[src/rtl/peripheral_bus_pkg.sv]
// Shared constants for the peripheral responder: register offsets inside the
// 256-byte window, TCON bit positions and the default window base.
package peripheral_bus_pkg;

  localparam logic [31:0] DEFAULT_BASE_ADDR = 32'h4000_0000;

  localparam logic [7:0] OFF_TH      = 8'h00;
  localparam logic [7:0] OFF_TL      = 8'h04;
  localparam logic [7:0] OFF_TCON    = 8'h08;
  localparam logic [7:0] OFF_LED     = 8'h0C;
  localparam logic [7:0] OFF_SW      = 8'h10;
  localparam logic [7:0] OFF_DIGI    = 8'h14;
  localparam logic [7:0] OFF_SYSTICK = 8'h18;

  localparam int TCON_EN = 0;  // timer enable
  localparam int TCON_IE = 1;  // interrupt enable
  localparam int TCON_IS = 2;  // interrupt status (sticky until software clears it)

endpackage

[src/rtl/peripheral_bus_timer_core.sv]
// Reloadable 32-bit timer: TH/TL/TCON storage, overflow reload, CPU write
// collision handling and the level interrupt request.
module timer_core
  import peripheral_bus_pkg::*;
(
  input  logic        clk,
  input  logic        reset,     // asynchronous, active-low
  input  logic        wr_th,
  input  logic        wr_tl,
  input  logic        wr_tcon,
  input  logic [31:0] wr_data,
  output logic [31:0] th,
  output logic [31:0] tl,
  output logic [2:0]  tcon,
  output logic        irq
);

  logic [31:0] th_reg, th_next;
  logic [31:0] tl_reg, tl_next;
  logic [2:0]  tcon_reg, tcon_next;
  logic        overflow;
  logic        status_set;

  // Next-state for the timer; a CPU write always beats the counter, but a
  // status bit raised by this cycle's overflow is OR-ed in so it cannot be lost.
  always_comb begin
    th_next    = th_reg;
    tl_next    = tl_reg;
    tcon_next  = tcon_reg;
    overflow   = tcon_reg[TCON_EN] && (tl_reg == 32'hFFFF_FFFF);
    status_set = tcon_reg[TCON_IE] && overflow;

    if (wr_th) th_next = wr_data;

    // Reload uses the TH value from before this edge, even if TH is being written.
    if (wr_tl)                   tl_next = wr_data;
    else if (overflow)           tl_next = th_reg;
    else if (tcon_reg[TCON_EN])  tl_next = tl_reg + 32'd1;

    if (wr_tcon) tcon_next = {wr_data[2] | status_set, wr_data[1:0]};
    else         tcon_next[TCON_IS] = tcon_reg[TCON_IS] | status_set;
  end

  // Timer state registers.
  always_ff @(posedge clk or negedge reset) begin
    if (!reset) begin
      th_reg   <= '0;
      tl_reg   <= '0;
      tcon_reg <= '0;
    end else begin
      th_reg   <= th_next;
      tl_reg   <= tl_next;
      tcon_reg <= tcon_next;
    end
  end

  assign th   = th_reg;
  assign tl   = tl_reg;
  assign tcon = tcon_reg;
  assign irq  = tcon_reg[TCON_IE] & tcon_reg[TCON_IS];

endmodule

[src/rtl/peripheral_bus.sv]
// Memory-mapped peripheral responder: address decode, LED/DIGI/SYSTICK
// registers, the timer and a one-cycle registered read port.
module peripheral_bus
  import peripheral_bus_pkg::*;
#(
  parameter logic [31:0] BASE_ADDR = DEFAULT_BASE_ADDR,
  parameter int          LED_WIDTH = 8,
  parameter int          SW_WIDTH  = 8
) (
  input  logic                 clk,
  input  logic                 reset,      // asynchronous, active-low
  input  logic                 MemRead,
  input  logic                 MemWrite,
  input  logic [31:0]          Address,
  input  logic [31:0]          Write_data,
  output logic [31:0]          Read_data,
  output logic                 rd_hit,
  input  logic [SW_WIDTH-1:0]  switches,
  output logic [LED_WIDTH-1:0] leds,
  output logic [11:0]          digi,
  output logic                 irq
);

  logic                 sel;
  logic [7:0]           offset;
  logic                 we;
  logic [LED_WIDTH-1:0] led_reg;
  logic [11:0]          digi_reg;
  logic [31:0]          systick_reg;
  logic [31:0]          rd_data_reg, rd_mux;
  logic                 rd_hit_reg;
  logic [31:0]          th, tl;
  logic [2:0]           tcon;

  // Word offset within the window; the byte-lane bits are masked off.
  assign offset = Address[7:0] & 8'hFC;
  assign sel    = (Address[31:8] == BASE_ADDR[31:8]);
  assign we     = MemWrite && sel;

  timer_core u_timer (
    .clk     (clk),
    .reset   (reset),
    .wr_th   (we && (offset == OFF_TH)),
    .wr_tl   (we && (offset == OFF_TL)),
    .wr_tcon (we && (offset == OFF_TCON)),
    .wr_data (Write_data),
    .th      (th),
    .tl      (tl),
    .tcon    (tcon),
    .irq     (irq)
  );

  // Read mux over the pre-edge register values; unmapped offsets read zero.
  always_comb begin
    rd_mux = '0;
    case (offset)
      OFF_TH:      rd_mux = th;
      OFF_TL:      rd_mux = tl;
      OFF_TCON:    rd_mux = 32'(tcon);
      OFF_LED:     rd_mux = 32'(led_reg);
      OFF_SW:      rd_mux = 32'(switches);
      OFF_DIGI:    rd_mux = 32'(digi_reg);
      OFF_SYSTICK: rd_mux = systick_reg;
      default:     rd_mux = '0;
    endcase
  end

  // LED/DIGI write registers and the free-running systick.
  always_ff @(posedge clk or negedge reset) begin
    if (!reset) begin
      led_reg     <= '0;
      digi_reg    <= '0;
      systick_reg <= '0;
    end else begin
      systick_reg <= systick_reg + 32'd1;
      if (we && (offset == OFF_LED))  led_reg  <= Write_data[LED_WIDTH-1:0];
      if (we && (offset == OFF_DIGI)) digi_reg <= Write_data[11:0];
    end
  end

  // Registered read port; anything other than an in-window load returns zero.
  always_ff @(posedge clk or negedge reset) begin
    if (!reset) begin
      rd_data_reg <= '0;
      rd_hit_reg  <= 1'b0;
    end else begin
      rd_hit_reg  <= MemRead && sel;
      rd_data_reg <= (MemRead && sel) ? rd_mux : 32'd0;
    end
  end

  assign Read_data = rd_data_reg;
  assign rd_hit    = rd_hit_reg;
  assign leds      = led_reg;
  assign digi      = digi_reg;

endmodule

[config.mk]
export PLATFORM = sky130hd
export DESIGN_NAME = peripheral_bus
export DESIGN_NICKNAME = d
export VERILOG_FILES = /design/src/rtl/peripheral_bus_pkg.sv /design/src/rtl/peripheral_bus_timer_core.sv /design/src/rtl/peripheral_bus.sv
export SDC_FILE = /design/constraint.sdc
export NUM_CORES = 1
export LEC_CHECK = 0
export CAP_MARGIN = 5
export CORE_AREA = 10 10 95 181
export CTS_BUF_LIST = sky130_fd_sc_hd__clkbuf_8 sky130_fd_sc_hd__clkbuf_16
export DETAILED_ROUTE_END_ITERATION = 10
export DIE_AREA = 0 0 105 191
export PLACE_DENSITY = 0.87
export SYNTH_ARGS = -nofsm -noshare
export SYNTH_HDL_FRONTEND = slang
export SYNTH_SLANG_ARGS = --single-unit
export TNS_END_PERCENT = 20
[constraint.sdc]
create_clock -name clk -period 5.8 [get_ports clk]
set_clock_uncertainty 0.1 [all_clocks]
set_input_delay 1.16 -clock clk [delete_from_list [all_inputs] [get_ports clk]]
set_output_delay 1.16 -clock clk [all_outputs]
set_load 0.005 [all_outputs]
Figure 1. Gate families picked out (run 1).
Drawn at 2 px/um.
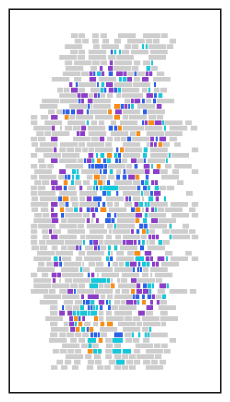
[inverting AOI/OAI gates] purple | cells: 121
[NOR gates] cyan | cells: 104
[NAND gates] blue | cells: 107
[AND and OR gates] orange | cells: 35
Non-Filler Instances: 1029
most frequently placed logic cell in the final layout: sky130_fd_sc_hd__dfrtp_1

Figure 2. The clock network (run 1).
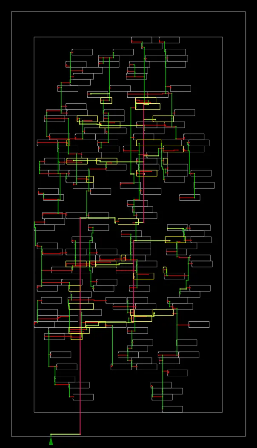
number of sinks handled by clock tree synthesis: 152
TritonCTS Buffers: 17

Figure 3. Signal wires by layer (run 1).
Drawn at 2 px/um. Two of the layers only.
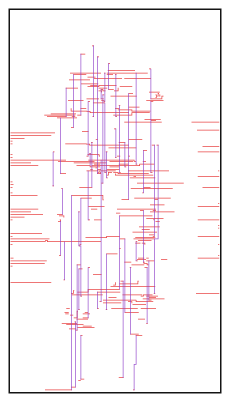
[met3] red | wire length: 1710 um
[met4] purple | wire length: 1500 um
final routed wire length divided by cell count: 22.7 um
via count: 6711

Figure 4. Metal 4 (run 1).
Drawn at 2 px/um.
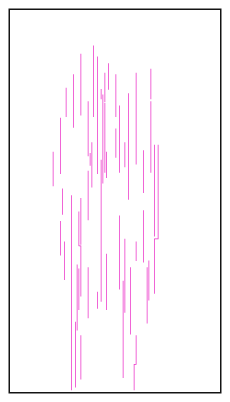
longest straight run: 97.2 um
wire length on this layer: 1500 um
share of all routed wire: 6.5%
main direction: vertical
Total Wirelength: 23300 um

==> results.json, run 1 <==
{
  "worstRegToRegCells": 6,
  "critical_path.reg2reg.endpoint": "u_timer.tl[6]",
  "regToRegSetupSlack_ps": 2450,
  "post_cts_resize_count": 0,
  "grt_max_degree": 81,
  "nFlopsAndLatches": 152,
  "yosys.area_share.simple_pct": 17.7,
  "filler_cell_count": 1070,
  "cts_max_path_buffers": 2,
  "globalplace.congestion": 0.948,
  "slew_headroom_pct": 16.1,
  "layout.area.comb_um2": 3640,
  "postPlaceCellArea_um2": 9080,
  "yosys_reg_bits": 152,
  "drt_drc_violations_left": 0,
  "outcome": "finished, final reports clean",
  "nonClockInverterCount": 11,
  "htreeDepth": 4,
  "die_outline_area_um2": 20100,
  "layout.core_utilization_pct": 67.8,
  "grt_overflow_total": 0,
  "n_clock_buffer": 20,
  "synth.logic.top_family": "simple AND/OR/NAND/NOR gates",
  "cp-startpoint": "Address[21]"
}
[run 1: logic make-up after synthesis]
kind of cell / after synthesis
AND/OR/NAND/NOR: 246
AND-OR/OR-AND: 134
buffers and inverters: 55
adder cells (fa/ha/maj): 2
multiplexers: 83
XOR/XNOR: 41
flip-flops: 152
[run 1: synth_stat cells, types with 5 or more instances]
library cell	number	share of area, %
sky130_fd_sc_hd__dfrtp_1	152	49
sky130_fd_sc_hd__nand2_1	48	2.3
sky130_fd_sc_hd__nor2_1	45	2.2
sky130_fd_sc_hd__a222oi_1	34	4.4
sky130_fd_sc_hd__nand3_1	34	2.2
sky130_fd_sc_hd__mux2_1	30	4.4
sky130_fd_sc_hd__mux2i_1	28	3.6
sky130_fd_sc_hd__mux2_2	25	3.7
sky130_fd_sc_hd__nor3_1	22	1.4
sky130_fd_sc_hd__xnor2_1	22	2.5
sky130_fd_sc_hd__clkbuf_1	21	1.0
sky130_fd_sc_hd__a21oi_1	20	1.3
sky130_fd_sc_hd__nand4_1	20	1.6
sky130_fd_sc_hd__o21ai_0	20	1.3
sky130_fd_sc_hd__xor2_1	19	2.2
sky130_fd_sc_hd__buf_2	15	0.97
sky130_fd_sc_hd__nor2b_1	15	1.2
sky130_fd_sc_hd__and3_1	14	1.1
sky130_fd_sc_hd__o21ai_1	12	0.78
sky130_fd_sc_hd__inv_1	11	0.54
sky130_fd_sc_hd__nor4_1	11	0.89
sky130_fd_sc_hd__and4_1	8	0.91
sky130_fd_sc_hd__a31oi_1	7	0.57
sky130_fd_sc_hd__a22oi_1	5	0.49
sky130_fd_sc_hd__and2_1	5	0.41
sky130_fd_sc_hd__buf_6	5	0.73
sky130_fd_sc_hd__nor4_2	5	0.81
[run 1: critical path, cell delays in order]
cell and delay (ps):
sky130_fd_sc_hd__clkdlybuf4s50_1 420, sky130_fd_sc_hd__nor4_2 380, sky130_fd_sc_hd__and4_1 290, sky130_fd_sc_hd__nand3_1 120
sky130_fd_sc_hd__nor3_2 880, sky130_fd_sc_hd__mux2_2 430
[run 1: worst min path at each step]
stage                          startpoint              end  slack (ps)  cells after the start
after floorplan           systick_reg[31]  systick_reg[31]         340                      1
after global placement    systick_reg[31]  systick_reg[31]         360                      1
after detailed placement  systick_reg[31]  systick_reg[31]         360                      1
after CTS                 systick_reg[31]  systick_reg[31]         370                      1
after global routing      systick_reg[31]  systick_reg[31]         400                      1
final                     systick_reg[31]  systick_reg[31]         370                      1
[run 1: per-layer routing]
metal | part of all wire [%] | vias to the layer above | track usage [%] | wire (um)
li1 | - | 2913 | - | -
met1 | 33 | 3257 | 23.8 | 7600
met2 | 54 | 421 | 42.1 | 12500
met3 | 7.3 | 120 | 5.19 | 1710
met4 | 6.4 | 0 | 16.2 | 1500
met5 | 0 | - | 0 | 0
[run 1: power groups by stage]
stage	sequential [mW]	clock (mW)	combinational (mW)
final	1.06	1.12	0.0962
after detailed placement	1.08	0	0.0965
after global routing	1.06	1.18	0.104
after global placement	1.08	0	0.0954
after floorplan	1.08	0	0.0121
after CTS	1.06	1.13	0.0973
Figure 5. Ports around the boundary (run 1).
Drawn at 2 px/um. Pins as bars across the die edge, other pins in gray.
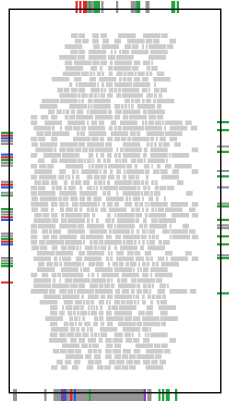

## Run 2: what changed since run 1
--- a/config.mk
+++ b/config.mk
@@ -6,11 +6,11 @@
 export NUM_CORES = 1
 export LEC_CHECK = 0
 export CAP_MARGIN = 5
-export CORE_AREA = 10 10 95 181
+export CORE_AREA = 10 10 101 193
 export CTS_BUF_LIST = sky130_fd_sc_hd__clkbuf_8 sky130_fd_sc_hd__clkbuf_16
 export DETAILED_ROUTE_END_ITERATION = 10
-export DIE_AREA = 0 0 105 191
-export PLACE_DENSITY = 0.87
+export DIE_AREA = 0 0 111 203
+export PLACE_DENSITY = 0.81
 export SYNTH_ARGS = -nofsm -noshare
 export SYNTH_HDL_FRONTEND = slang
 export SYNTH_SLANG_ARGS = --single-unit
==> constraint.sdc (replaced) <==
create_clock -name clk -period 3.2 [get_ports clk]
set_clock_uncertainty 0.1 [all_clocks]
set_input_delay 0.64 -clock clk [delete_from_list [all_inputs] [get_ports clk]]
set_output_delay 0.64 -clock clk [all_outputs]
set_load 0.005 [all_outputs]
Figure 6. Ports around the boundary (run 2).
Drawn at 2 px/um. Pins as bars across the die edge, other pins in gray.
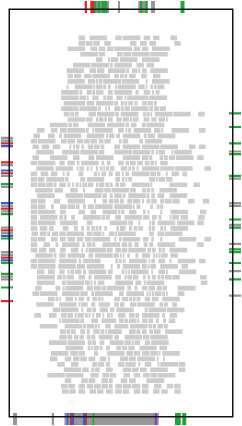
[`Read_data`] green | pins: 32 | direction: output | edge: 11 right, 9 top, 6 left, 6 bottom
[`leds`] blue | pins: 8 | direction: output | edge: 5 left, 3 bottom
[`digi`] red | pins: 12 | direction: output | edge: 7 left, 3 top, 2 bottom
[`reset`] purple | pins: 1 | direction: input | edge: bottom
all pins by edge: 59 bottom, 31 left, 21 top, 19 right
Port-buffer cells: 127
Die Y: 203 um
floorplan die width: 111 um

==> run 2 against run 1 <==
Cell area grew 2.5%. Sequential share of layout area shrank 0.97 points. Register-to-register slack lost 1900 ps. Critical path depth is the same.
==> results.json, run 2 <==
{
  "outcome": "finished, final reports clean",
  "report.final.slew_viol_count": 0,
  "filler_cell_count": 1287,
  "slew_headroom_pct": 39.6,
  "crit_path_arrival_time_ps": 2840,
  "post_cts_resize_count": 0,
  "critical_path_peak_fanout": 8,
  "drt.antenna.violating_nets": 0,
  "cts-buffers-inserted": 17,
  "ys_top_cells_by_area": "sky130_fd_sc_hd__dfrtp_1 49%, sky130_fd_sc_hd__a222oi_1 4.4%, sky130_fd_sc_hd__mux2_1 4.4%, sky130_fd_sc_hd__mux2_2 3.7%, sky130_fd_sc_hd__mux2i_1 3.6%",
  "common_cells": "152 x sky130_fd_sc_hd__dfrtp_1, 48 x sky130_fd_sc_hd__nand2_1, 45 x sky130_fd_sc_hd__nor2_1",
  "globalplace.congestion": 0.905,
  "layout-drive-gt1-share_pct": 13.1,
  "crit_path_max_incr_delay_ps": 610,
  "final.period_utilization_pct": 82.3,
  "later_pin_clock_latency_in_the_skew_report_ps": 430,
  "cts.hold.buffers_added": 0,
  "synth.largest_area_cell": "sky130_fd_sc_hd__dfrtp_1",
  "final_layout_top_logic_cell": "sky130_fd_sc_hd__dfrtp_1",
  "critPathKind": "flop to flop",
  "crit_required_ps": 3400,
  "drt_wl_total_um": 23600,
  "edf_count": 0,
  "share_of_yosys_cell_area_claimed_by_the_top_area_cell_type_pct": 49.3,
  "grt_first_pass_wirelength_um": 37900,
  "detail_route.wl_per_cell_um": 22.1,
  "layout.core_utilization_pct": 61.0,
  "floorplan.core_util_pct": 47.4,
  "drt_drc_violations_left": 0,
  "yosys_reg_bits": 152,
  "number_of_sinks_handled_by_clock_tree_synthesis": 152,
  "grt_max_degree": 62,
  "htreeDepth": 4,
  "die_outline_area_um2": 22500,
  "detailroute.via_count": 6724,
  "yosysMostFrequentCell": "sky130_fd_sc_hd__dfrtp_1",
  "cts_max_path_buffers": 2,
  "path_clk_slew_ps": 60,
  "crit_path_top_delay_cell": "sky130_fd_sc_hd__nor4_4",
  "worst_pin_slew_ps": 900,
  "timing.final.hold_violations": 0,
  "synth_chip_area_um2": 7710,
  "grt_overflow_total": 0,
  "crit_chain": "ha_1 -> nand4_2 -> nor4_4 -> nand3_1 -> mux2i_1 -> o211ai_1"
}
-- run 2: layout make-up --
type,instances,area (um^2),share of cell area (%)
inverter,11,41.3,0.416
sequential,152,3800,38.3
timing repair buffer,162,1600,16.1
clock inverter,15,158,1.59
tap,204,255,2.57
clock buffer,17,425,4.29
multi-input combinational,506,3640,36.7
-- run 2: per-layer routing --
| metal | track usage, % | vias to the layer above | wire [um] |
|---|---|---|---|
| met2 | 38.5 | 357 | 13100 |
| met4 | 12.1 | 0 | 1020 |
| li1 | - | 2961 | - |
| met5 | 0 | - | 0 |
| met1 | 20.5 | 3318 | 7960 |
| met3 | 3.54 | 88 | 1470 |
-- run 2: kinds of logic after synthesis --
logic type,Yosys count,share of synthesized area (%)
and+or+nand+nor,246,17.7
DFF,152,49.3
AOI/OAI and AO/OA,134,12.8
muxes,83,11.7
buffers and inverters,55,3.55
xor gates and xnor gates,41,4.66
adders and majority gates,2,0.325
-- run 2: worst paths after layout --
path	startpoint	endpoint	slack, ps	cells after the start
worst min-delay path	reset	Read_data[24]	60	1
worst min register to register	systick_reg[31]	systick_reg[31]	380	1
min in group clk	systick_reg[31]	systick_reg[31]	380	1
worst max-delay path	u_timer.tl[0]	u_timer.tl[9]	570	6
worst max register to register	u_timer.tl[0]	u_timer.tl[9]	570	6
max in group asynchronous	reset	u_timer.th[8]	2190	2
-- run 2: worst max-delay path: cells and delay by family (launching register included) --
| kind | cells | cell delay [ps] |
|---|---|---|
| AND/OR/NAND/NOR | 3 | 1230 |
| multiplexers | 1 | 240 |
| flip-flops | 1 | 510 |
| AND-OR/OR-AND | 1 | 100 |
| adder cells (fa/ha/maj) | 1 | 330 |
-- run 2: through the flow --
stage | instance area [um^2] | hold WS (ps) | setup WS, ps | cells | power, mW
2_1_floorplan | 7710 | 244 | 791 | 713 | 1.98
3_3_place_gp | 9340 | 357 | 204 | 1035 | 2.14
3_5_place_dp | 9340 | 367 | 157 | 1035 | 2.14
4_1_cts | 9920 | 108 | 593 | 1067 | 4.10
5_1_grt | 9920 | 119 | 489 | 1067 | 4.21
6_report | 9920 | 64.2 | 567 | 1067 | 4.09
-- run 2: report_power, final --
part           internal (mW)  switching, mW
registers               1.92       0.000134
logic                 0.0952         0.0861
clock network           1.15          0.839
total                   3.17          0.926
Power and IR drop assume default switching activity.
